## src/rtl/cpu_types_pkg.sv

```systemverilog
// Shared CPU/memory types: word width, RAM handshake state and arbiter FSM state.
package cpu_types_pkg;

  typedef logic [31:0] word_t;

  typedef enum logic [1:0] {
    FREE   = 2'd0,
    BUSY   = 2'd1,
    ACCESS = 2'd2,
    ERROR  = 2'd3
  } ramstate_t;

  typedef enum logic {
    IDLE  = 1'b0,
    GRANT = 1'b1
  } arb_state_t;

endpackage

```

## src/rtl/ram_port_arbiter_rr_pick.sv

```systemverilog
// rr_pick: combinational rotating-priority encoder; returns the first set
// request bit found searching upward from (last_i + 1) mod NREQ.
module rr_pick #(
  parameter int NREQ = 2,
  parameter int IW   = $clog2(NREQ)
) (
  input  logic [NREQ-1:0] req_i,
  input  logic [IW-1:0]   last_i,
  output logic            valid_o,
  output logic [IW-1:0]   index_o
);

  int idx;

  // Walk the search order backwards so the nearest candidate is written last.
  always_comb begin
    valid_o = 1'b0;
    index_o = '0;
    idx     = 0;
    for (int k = NREQ; k >= 1; k--) begin
      idx = (int'(last_i) + k) % NREQ;
      if (req_i[IW'(idx)]) begin
        valid_o = 1'b1;
        index_o = IW'(idx);
      end
    end
  end

endmodule

```

## src/rtl/ram_port_arbiter.sv

```systemverilog
// Round-robin arbiter sharing one RAM port between NREQ word requesters.
// Optional per-grant BUSY timeout is built when ARB_TIMEOUT_EN is defined.
module ram_port_arbiter
  import cpu_types_pkg::*;
#(
  parameter int NREQ    = 2,
  parameter int TIMEOUT = 64
) (
  input  logic                     CLK,
  input  logic                     RST,
  input  logic [NREQ-1:0]          req_ren,
  input  logic [NREQ-1:0]          req_wen,
  input  logic [NREQ-1:0][31:0]    req_addr,
  input  logic [NREQ-1:0][31:0]    req_store,
  output logic [NREQ-1:0]          req_wait,
  output logic [NREQ-1:0][31:0]    req_load,
  input  ramstate_t                ramstate,
  input  word_t                    ramload,
  output word_t                    ramaddr,
  output word_t                    ramstore,
  output logic                     ramREN,
  output logic                     ramWEN,
  output logic [$clog2(NREQ)-1:0]  grant_id,
  output logic                     arb_err
);

  localparam int IW = $clog2(NREQ);

  if (NREQ < 2 || NREQ > 8 || TIMEOUT < 2) begin : g_param_chk
    $error("ram_port_arbiter: NREQ must be 2..8 and TIMEOUT at least 2");
  end

  arb_state_t      state_q, state_d;
  logic [IW-1:0]   owner_q, owner_d;
  logic [IW-1:0]   last_q, last_d;
  logic [NREQ-1:0] active;
  logic            pick_vld;
  logic [IW-1:0]   pick_idx;
  logic            own_act;
  logic            own_wr;
  logic            tmo_hit;

  assign active  = req_ren | req_wen;
  assign own_act = active[owner_q];
  assign own_wr  = req_wen[owner_q];

  rr_pick #(
    .NREQ (NREQ),
    .IW   (IW)
  ) u_pick (
    .req_i   (active),
    .last_i  (last_q),
    .valid_o (pick_vld),
    .index_o (pick_idx)
  );

`ifdef ARB_TIMEOUT_EN
  localparam int TW = $clog2(TIMEOUT + 1);
  logic [TW-1:0] tmo_q, tmo_d;

  // Zero throughout IDLE, so the first GRANT cycle always sees a count of 0.
  assign tmo_d   = (state_q == GRANT) ? tmo_q + TW'(1) : '0;
  assign tmo_hit = (tmo_q == TW'(TIMEOUT - 1));

  always_ff @(posedge CLK or posedge RST) begin
    if (RST) tmo_q <= '0;
    else     tmo_q <= tmo_d;
  end
`else
  assign tmo_hit = 1'b0;
`endif

  always_comb begin
    state_d  = state_q;
    owner_d  = owner_q;
    last_d   = last_q;
    req_wait = active;
    req_load = '0;
    ramaddr  = '0;
    ramstore = '0;
    ramREN   = 1'b0;
    ramWEN   = 1'b0;
    grant_id = '0;
    arb_err  = 1'b0;

    case (state_q)
      IDLE: begin
        if (pick_vld) begin
          owner_d = pick_idx;
          state_d = GRANT;
        end
      end
      GRANT: begin
        grant_id = owner_q;
        if (!own_act) begin
          // Owner abandoned: release the port without advancing priority.
          state_d = IDLE;
        end else begin
          ramaddr = req_addr[owner_q];
          if (own_wr) begin
            ramWEN   = 1'b1;
            ramstore = req_store[owner_q];
          end else begin
            ramREN = 1'b1;
          end
          if (ramstate == ACCESS) begin
            req_wait[owner_q] = 1'b0;
            if (!own_wr) req_load[owner_q] = ramload;
            last_d  = owner_q;
            state_d = IDLE;
          end else if (ramstate == ERROR || tmo_hit) begin
            arb_err = 1'b1;
            last_d  = owner_q;
            state_d = IDLE;
          end
        end
      end
      default: state_d = IDLE;
    endcase

    if (RST) req_wait = '0;
  end

  always_ff @(posedge CLK or posedge RST) begin
    if (RST) begin
      state_q <= IDLE;
      owner_q <= '0;
      last_q  <= IW'(NREQ - 1);
    end else begin
      state_q <= state_d;
      owner_q <= owner_d;
      last_q  <= last_d;
    end
  end

endmodule

```

## config.mk

```make
export PLATFORM = sky130hd
export DESIGN_NAME = ram_port_arbiter
export DESIGN_NICKNAME = d
export VERILOG_FILES = /design/src/rtl/cpu_types_pkg.sv /design/src/rtl/ram_port_arbiter_rr_pick.sv /design/src/rtl/ram_port_arbiter.sv
export SDC_FILE = /design/constraint.sdc
export NUM_CORES = 1
export LEC_CHECK = 0
export ABC_AREA = 1
export CAP_MARGIN = 20
export CORE_AREA = 3 3 115 117
export DETAILED_ROUTE_END_ITERATION = 6
export DIE_AREA = 0 0 118 120
export GPL_ROUTABILITY_DRIVEN = 0
export PLACE_DENSITY = 0.68
export SKIP_LAST_GASP = 1
export SYNTH_ARGS = -nofsm -noshare
export SYNTH_HDL_FRONTEND = slang
export SYNTH_SLANG_ARGS = --single-unit
```

## constraint.sdc

```tcl
create_clock -name CLK -period 2.5 [get_ports CLK]
set_clock_uncertainty 0.15 [all_clocks]
set_input_delay 0.25 -clock CLK [delete_from_list [all_inputs] [get_ports CLK]]
set_output_delay 0.25 -clock CLK [all_outputs]
set_load 0.02 [all_outputs]
```

==> CHANGELOG.md <==
### Implementation results

* Post-route standard cell area excluding fillers at approximately 5400 sq um
* Sort of element at the start of the critical path: input pin
* Post-synthesis mux area share at 31.5%
* Worst reg2reg path startpoint: owner_q$_DFFE_PP0P_
* Flop area at 80.1 sq um
* Part of the cycle the worst path needs at 96.3%
* Vias in the first global route at 3323
* Biggest combinational cell group after synthesis: simple AND/OR/NAND/NOR gates
* Share of layout cells above drive strength 1 at 12.4%
* Kind of path behind the tightest hold check: in2async
* Synthesis-to-layout area growth at 167%
* Full die area at approximately 14000 sq um
* Crit Path Category: in2out
* Pre-CTS setup slack at -101 ps
* Outcome: completed
* Endpoint of the worst register-to-register path: last_q$_DFFE_PP1P_
* Clock tree sinks at 3
* Average cell area after synthesis at 6.06 sq um
* Pre-placement core utilization at 16.3%
* Cell variety after synth at 20
* Core Area at 12500 sq um
* Arrival time at the worst endpoint at approximately 2000 ps
[registers in the layout (all words and copies together), names as in the netlist]
name	flops
last_q	1
owner_q	1
state_q	1
[critical path: stages]
cell                              delay [ps]
sky130_fd_sc_hd__clkdlybuf4s50_1         500
sky130_fd_sc_hd__inv_1                    50
sky130_fd_sc_hd__nand2_1                  70
sky130_fd_sc_hd__o21ai_2                  90
sky130_fd_sc_hd__nor2_2                  160
sky130_fd_sc_hd__inv_4                   150
sky130_fd_sc_hd__nor2_1                  120
sky130_fd_sc_hd__clkdlybuf4s50_1         620
[power groups by stage]
stage	combinational [mW]	clock (mW)	sequential, mW
final	3.29	0.259	0.130
after global routing	3.54	0.267	0.136
after CTS	3.37	0.263	0.126
after detailed placement	3.43	0	0.124
after global placement	3.39	0	0.123
after floorplan	2.09	0	0.0929
[Yosys cell counts]
cell                       count  area [sq um]
sky130_fd_sc_hd__nand3_1      67           335
sky130_fd_sc_hd__nor2_2       46           288
sky130_fd_sc_hd__o21ai_0       2          10.0
sky130_fd_sc_hd__nand3_2       1          10.0
sky130_fd_sc_hd__clkinv_2      1          5.00
sky130_fd_sc_hd__buf_2        16          80.1
sky130_fd_sc_hd__a21oi_1       1          5.00
sky130_fd_sc_hd__nor3_1        2          10.0
sky130_fd_sc_hd__o21ai_1       2          10.0
sky130_fd_sc_hd__mux2i_1      64           641
sky130_fd_sc_hd__clkbuf_1      6          22.5
sky130_fd_sc_hd__inv_2         2          7.51
sky130_fd_sc_hd__dfstp_2       1          26.3
sky130_fd_sc_hd__nor2_1       87           327
sky130_fd_sc_hd__dfrtp_1       2          50.1
sky130_fd_sc_hd__nand2_2       1          6.26
sky130_fd_sc_hd__nand2_1      13          48.8
sky130_fd_sc_hd__inv_1         9          33.8
sky130_fd_sc_hd__buf_4         7          52.6
sky130_fd_sc_hd__buf_6         6          67.6
[cell families after synthesis]
kind of cell	after synthesis
AND/OR/NAND/NOR	217
multiplexers	64
buffers and inverters	47
AND-OR/OR-AND	5
flip-flops	3
[repair_timing]
item,in CTS,in global routing
setup endpoints to repair,82,71
gates cloned,0,0
resized,56,71
[worst max-delay path by stage]
stage	slack (ps)	depth (start not counted)	end	from
floorplan	570	7	ramstore[10]	owner_q$_DFFE_PP0P_
global placement	-80	9	ramaddr[26]	req_wen[0]
detailed placement	-100	8	ramstore[8]	req_wen[1]
CTS	-20	9	req_load[49]	req_wen[0]
global route	-0.9	8	ramstore[4]	req_wen[1]
finish	90	8	ramstore[17]	req_wen[1]
[routing by layer]
metal  global-route usage [%]  vias to the layer above  part of all wire, %
met2                     27.6                      173                   53
met5                        0                        -                    0
met3                     4.62                       13                  8.7
met1                     16.0                     1518                   37
li1                         -                     1680                    -
met4                     3.22                        0                  1.3
[layout make-up]
cell class	count	area share (%)
timing repair buffer	316	60.7
sequential	3	1.47
multi-input combinational	286	31.5
inverter	12	0.898
tap	172	3.96
clock buffer	4	1.45
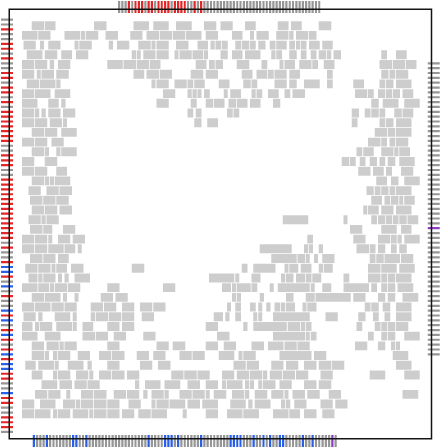
Figure 1: pin map.
Pins as bars across the die edge, other pins in grey.
port	colour	pins	direction	edge
req_addr	red	64	input	48 left, 16 top
req_ren	purple	2	input	1 right, 1 bottom
ramstore	blue	32	output	22 bottom, 10 left
die boundary height: 120 microns
die span in x: 118 microns

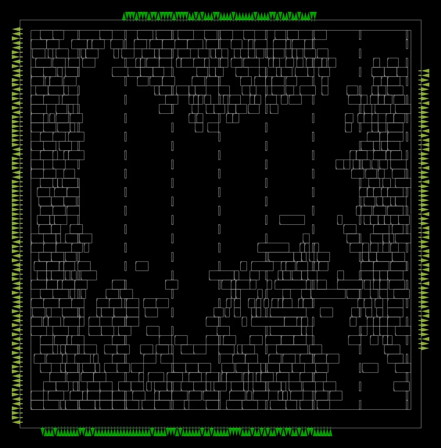
Figure 2: cell placement.
Final Instance Count excl. Fillers: 793
number of tap cells inserted: 172
fill cell count: 1281
share of cell area taken by flip-flops and latches: 1.47%
FP Rows: 41

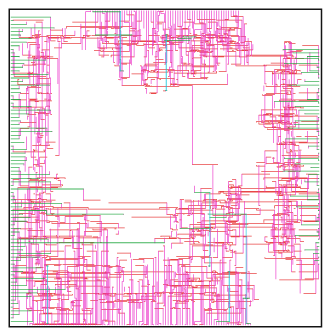
Figure 3: signal wires by layer.
layer	colour	wire length
M3	green	1000 microns
M4	cyan	154 microns
M2	magenta	6100 microns
M1	red	4230 microns
GRT Resource Usage Total: 14.6%
wire length per cell after detailed routing: 14.5 microns
aggregate routed wire length: 11500 microns
Vias: 3384

